$ cat config.mk
export PLATFORM = sky130hd
export DESIGN_NAME = mef_controller
export DESIGN_NICKNAME = d
export VERILOG_FILES = /design/src/rtl/mef_controller.sv
export SDC_FILE = /design/constraint.sdc
export NUM_CORES = 1
export LEC_CHECK = 0
export ABC_AREA = 1
export CAP_MARGIN = 20
export CORE_AREA = 2 2 74 90
export DETAILED_ROUTE_END_ITERATION = 10
export DIE_AREA = 0 0 76 92
export MAX_ROUTING_LAYER = met4
export PLACE_DENSITY = 0.79
export SKIP_CTS_REPAIR_TIMING = 1
export SYNTH_ARGS = -nofsm -noshare
export SYNTH_HDL_FRONTEND = slang
export SYNTH_SLANG_ARGS = --single-unit
$ cat constraint.sdc
create_clock -name clk -period 2.45 [get_ports clk]
set_clock_uncertainty 0.05 [all_clocks]
set_input_delay 0.49 -clock clk [delete_from_list [all_inputs] [get_ports clk]]
set_output_delay 0.49 -clock clk [all_outputs]
set_load 0.05 [all_outputs]
$ cat src/rtl/mef_controller.sv
// Run controller for the mef sequence detector. It latches an A/B batch and resets the detector.
// It then streams one bit pair per cycle and tallies the Moore Z samples into a count and a first-hit index.
module mef_controller #(
  parameter int N  = 16,
  parameter int CW = 5
) (
  input  logic          clk,
  input  logic          rst,
  input  logic          start,
  input  logic [N-1:0]  pat_a,
  input  logic [N-1:0]  pat_b,
  input  logic [CW-1:0] len,
  output logic          busy,
  output logic          done,
  output logic [CW-1:0] z_count,
  output logic [CW-1:0] z_first,
  output logic          det_rst,
  output logic          det_a,
  output logic          det_b,
  input  logic          det_z
);

  typedef enum logic [2:0] {
    S_IDLE,
    S_CLEAR,
    S_RUN,
    S_DRAIN,
    S_DONE
  } state_t;

  localparam logic [CW-1:0] N_CW     = CW'(N);
  localparam logic [CW-1:0] ALL_ONES = '1;

  state_t        state;
  logic [N-1:0]  pa_q;
  logic [N-1:0]  pb_q;
  logic [CW-1:0] len_q;
  logic [CW-1:0] step;
  logic [CW-1:0] len_clamped;
  logic [CW-1:0] bit_idx;
  logic          sample_z;

  assign len_clamped = (len > N_CW) ? N_CW : len;

  // Z seen during step i belongs to bit i-1; step is left at len in DRAIN so the same rule covers the last bit.
  assign bit_idx  = step - CW'(1);
  assign sample_z = det_z && (((state == S_RUN) && (step != '0)) || (state == S_DRAIN));

  assign busy    = (state == S_CLEAR) || (state == S_RUN) || (state == S_DRAIN);
  assign done    = (state == S_DONE);
  assign det_rst = rst || (state == S_CLEAR);

  // Patterns are consumed LSB first by shifting, so the next bit to drive is always at position 0.
  always_ff @(posedge clk) begin
    if (rst) begin
      state   <= S_IDLE;
      pa_q    <= '0;
      pb_q    <= '0;
      len_q   <= '0;
      step    <= '0;
      z_count <= '0;
      z_first <= ALL_ONES;
      det_a   <= 1'b0;
      det_b   <= 1'b0;
    end else begin
      case (state)
        S_IDLE: begin
          det_a <= 1'b0;
          det_b <= 1'b0;
          if (start) begin
            pa_q    <= pat_a;
            pb_q    <= pat_b;
            len_q   <= len_clamped;
            z_count <= '0;
            z_first <= ALL_ONES;
            state   <= S_CLEAR;
          end
        end
        S_CLEAR: begin
          step <= '0;
          if (len_q != '0) begin
            det_a <= pa_q[0];
            det_b <= pb_q[0];
            pa_q  <= pa_q >> 1;
            pb_q  <= pb_q >> 1;
            state <= S_RUN;
          end else begin
            state <= S_DONE;
          end
        end
        S_RUN: begin
          step <= step + CW'(1);
          if (step == len_q - CW'(1)) begin
            det_a <= 1'b0;
            det_b <= 1'b0;
            state <= S_DRAIN;
          end else begin
            det_a <= pa_q[0];
            det_b <= pb_q[0];
            pa_q  <= pa_q >> 1;
            pb_q  <= pb_q >> 1;
          end
        end
        S_DRAIN: begin
          det_a <= 1'b0;
          det_b <= 1'b0;
          state <= S_DONE;
        end
        S_DONE: begin
          det_a <= 1'b0;
          det_b <= 1'b0;
          state <= S_IDLE;
        end
        default: state <= S_IDLE;
      endcase

      if (sample_z) begin
        z_count <= z_count + CW'(1);
        if (z_first == ALL_ONES) z_first <= bit_idx;
      end
    end
  end

endmodule

**Run 1: wires at chosen ports, followed through buffers**

(4 px per um)
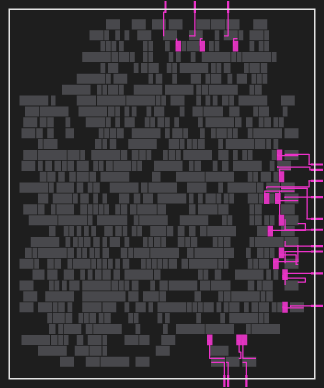
port	color	bits	direction	edge	end cells	buffers	wire
pat_b	magenta	16	input	10 right, 3 top, 3 bottom	16	16	240 um
IO Port Bufs: 55
Top-Level Pins: 56

**Run 1: track usage over the die**

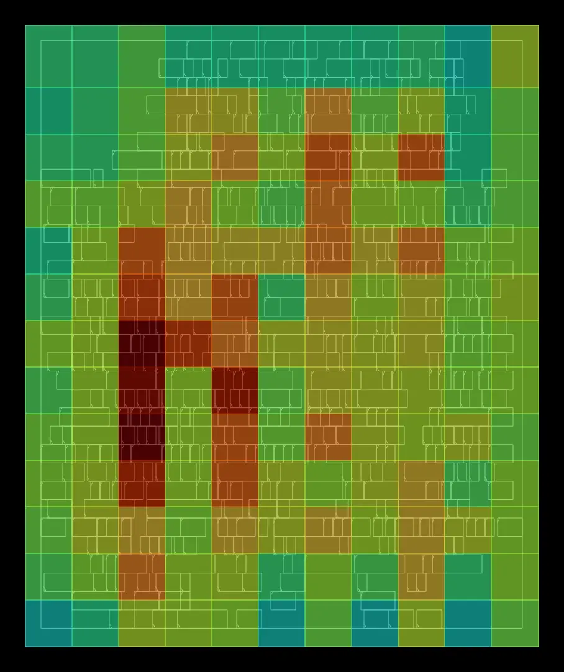
M3 GR Usage: 4.13%
Final Util: 62.9%
met1 Use GR: 24.4%

**Run 1: wiring by layer**

(4 px per um)
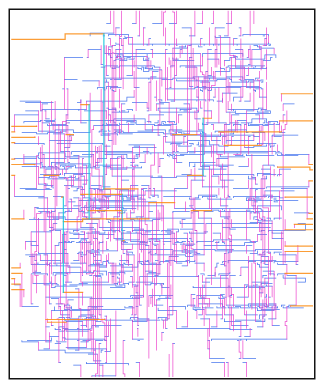
layer	color	wire length
metal 1	blue	3120 um
metal 2	magenta	3440 um
metal 3	orange	262 um
metal 4	cyan	117 um
overall routing resource usage: 21.2%
Vias: 3082
wire per inst: 11.4 um

==> qor.txt, run 1 <==
Critical Path Start: state[0]$_SDFFE_PP0P_
Top Layout Cells: nand2_1, dfxtp_1, clkdlybuf4s50_1, a21oi_1, nor2_1
Period minus WS final: 2320 ps
Clock latency on the worst-skew pair: 330 ps
Critical path arrival: 1780 ps
Crit path to: busy
Drt drc: 0
Max_cap viols: 0
Mux cell area share: 0%
Clock-pin slew on the worst setup and hold paths: 60 ps
Post-route ant nets: 0
Routed wire length: 6940 um
Status: finished clean
Synth warn: 0
WP data required: 1910 ps
P_comb: 0.00240 W
Hold Path Depth: 2
RePlAce Congestion: 0.830
Comb area: 1770 um2
Clock-net power: 0.000828 W
Post-synth seq share: 35.8%
DP HPWL: 4640 um
Non-CTS buffers: 60
Non-CTS inverters: 27
Clock Tree Buf Depth: 2
Final Slew Violations: 0
Peak supply drop: 0.695 mV
Commonest non-fill, non-tap cell in the layout: nand2_1
Top non-seq family: simple AND/OR/NAND/NOR gates
Place WS: 421 ps
OpenROAD warnings: 28
Cycle use final: 94.7%
End point of the worst hold path: pb_q[3]$_SDFFE_PP0P_
Worst R2R End: pb_q[15]$_SDFFE_PP0P_
Total grt overflow: 0
Fillcell total: 607
Min-Delay Startpoint: pb_q[3]$_SDFFE_PP0P_
Clock buffer count from CTS: 9
Sw Pwr: 0.00201 W
==> run 1: state kept, by name, indices dropped and copies added, names as in the netlist <==
name     cells
state        3
z_count      5
det_b        1
step         5
z_first      5
det_a        1
pb_q        16
len_q        5
pa_q        16
==> run 1: per-layer routing <==
metal  track usage, %  vias to the layer above  part of all wire, %
li1                 -                     1619                    -
met3             4.13                       11                  3.8
met5                -                        -                    0
met1             24.4                     1394                   45
met2             35.8                       58                   50
met4             9.55                        0                  1.7
==> run 1: worst max-delay path, cell delays in order, from the launching register on <==
cell	delay, ps
dfxtp_1	480
nor2_2	80
nor2_1	90
clkdlybuf4s50_1	800
==> run 2, diff against run 1 <==
- ABC_CLOCK_PERIOD_IN_PS: unset -> 2450
- CORE_AREA: 2 2 74 90 -> 2 2 80 98
- DIE_AREA: 0 0 76 92 -> 0 0 82 100
- PLACE_DENSITY: 0.79 -> 0.68
**Run 2: sequential cells grouped by signal name**

(3 px per um) Other sequential cells in the stronger gray, the rest of the logic in the fainter gray.
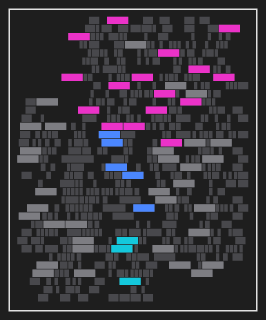
signal	color	placed flops
state	cyan	3
pa_q	magenta	16
step	blue	5
not colored	33
sequential fraction of total cell area: 29.0%
Power Sequential: 0.00146 W
Final Util: 53.4%
Flop area: 1140 um2

==> run 2 against run 1 <==
  * Worst setup slack improved by 2.5 ps
  * Via count increased by 0.52%
  * Register-to-register slack improved by 120 ps
  * Critical path depth unchanged
  * Design area increased by 0.71%
  * Global-route usage decreased by 1.2 points
  * Non-clock buffer count unchanged
  * Hold slack about the same
  * Fmax increased by 0.11%
  * Clock power increased by 4.0%
  * First-iteration DRC count decreased by 19%
==> qor.txt, run 2 <==
Commonest non-fill, non-tap cell in the layout: nand2_1
Place WS: 478 ps (+56.1 ps)
GR peak layer: met2
DRT met1 WL: 3340 um (+7.0%)
Crit-path leading delay family: buffers and inverters
M3 GR Usage: 4.86% (+0.72 points)
Cycle use final: 94.6% (-0.10 points)
RePlAce Congestion: 0.802 (-3.4%)
Clock buffer count from CTS: 9 (unchanged)
Met1 Use GR: 24.3% (-0.12 points)
Overall routing resource usage: 19.9% (-1.2 points)
End point of the worst hold path: pa_q[10]$_SDFFE_PP0P_
Worst R2R End: pb_q[15]$_SDFFE_PP0P_
Crit-path max cell delay: 800 ps (about the same)
Vias: 3098 (+0.52%)
WP data required: 1910 ps (about the same)
Critical Path Start: state[0]$_SDFFE_PP0P_
Peak supply drop: 0.565 mV (-19%)
DR top layer: met4
Status: finished clean
Post-synth seq share: 35.8% (unchanged)
IO Port Bufs: 55 (unchanged)
Period minus WS final: 2320 ps (-2.47 ps)
Hold Path Depth: 2 (unchanged)
==> run 2: netlist changes by cell type in the layout (fill, tap and decap cells not counted), sizes merged <==
| cell | delta |
|---|---|
| clkinv | -1 |
| clkbuf | +3 |
==> run 2: area by class of cell <==
class | count | area [um2]
tap | 92 | 115
timing repair buffer | 60 | 611
inverter | 27 | 106
clock buffer | 13 | 149
fill | 739 | 3430
sequential | 57 | 1140
multi-input combinational | 366 | 1770
clock inverter | 3 | 40.0
==> run 2: cells by family after synthesis <==
kind of cell / share of synthesized area [%]
buffers and inverters: 8.65
AND/OR/NAND/NOR: 40.8
AND-OR/OR-AND: 11.3
adder cells (fa/ha/maj): 1.97
XOR/XNOR: 1.38
flip-flops: 35.8
==> run 3, diff against run 2 <==
- GPL_TIMING_DRIVEN: unset -> 0
**Run 3: wires at chosen ports, followed through buffers**

(4 px per um)
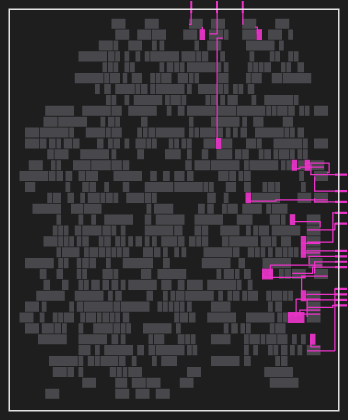
port	color	bits	direction	edge	end cells	buffers	wire
pat_b	magenta	16	input	13 right, 3 top	16	16	305 um

==> run 3 against run 2 <==
  * Hold slack about the same
  * Global-route usage increased by 1.4 points
  * Critical path depth unchanged
  * Power increased by 2.7%
  * Sequential power about the same
  * Final cell count increased by 3.4%
  * Synthesized area unchanged
  * Critical path type unchanged
  * Wire length increased by 6.2%
  * Via count increased by 2.7%
  * Core utilization increased by 1.5 points
==> qor.txt, run 3 <==
Status: finished clean
Non-clk buf share: 18.0% (+2.5 points)
Period minus WS final: 2370 ps (+50.8 ps)
Largest class: logic gates
M3 GR Usage: 4.23% (-0.63 points)
WP data required: 1910 ps (about the same)
Worst R2R End: pb_q[10]$_SDFFE_PP0P_
Hold Path Depth: 2 (unchanged)
Mux cell area share: 0% (unchanged)
Clock buffer count from CTS: 9 (unchanged)
Vias: 3182 (+2.7%)
DRT met1 WL: 3620 um (+8.6%)
Logic share of the area: 43.7% (-1.3 points)
Fillcell total: 723 (-2.2%)
Number of logic gates: 366 (unchanged)
Crit-path leading delay family: buffers and inverters
Fa+ha+maj area frac: 1.97% (unchanged)
Post-Synth AOI/OAI Area: 11.3% (unchanged)
RePlAce Congestion: 0.827 (+3.1%)
GR peak layer: met2
Top non-seq family: simple AND/OR/NAND/NOR gates
Post-synth seq share: 35.8% (unchanged)
Sequential fraction of total cell area: 28.2% (-0.82 points)
Peak supply drop: 0.555 mV (-1.8%)
Flops: 57 (unchanged)
IO Port Bufs: 55 (unchanged)
==> run 3: cell counts after synthesis <==
No cell type changed its count.
==> run 3: worst max-delay path by stage <==
stage,from,endpoint,slack (ps)
floorplan,state[0]$_SDFFE_PP0P_,done,450
CTS,rst,det_rst,-770
global route,rst,det_rst,2
finish,state[0]$_SDFFE_PP0P_,busy,80
detailed placement,rst,det_rst,-760
global placement,rst,det_rst,-820
==> run 3: through the flow <==
stage,utilization [%],area [um2]
floorplan,-,3180
global placement,52.3,3850
detailed placement,52.3,3850
CTS,54.8,4030
global route,54.9,4040
finish,54.9,4040
==> run 3: tightest hold or removal path, cell delays in order (launching register included) <==
cell and delay (ps):
dfxtp_1 320, a21oi_1 40, nor2_1 80
Power is estimated from default activity; no workload was simulated.
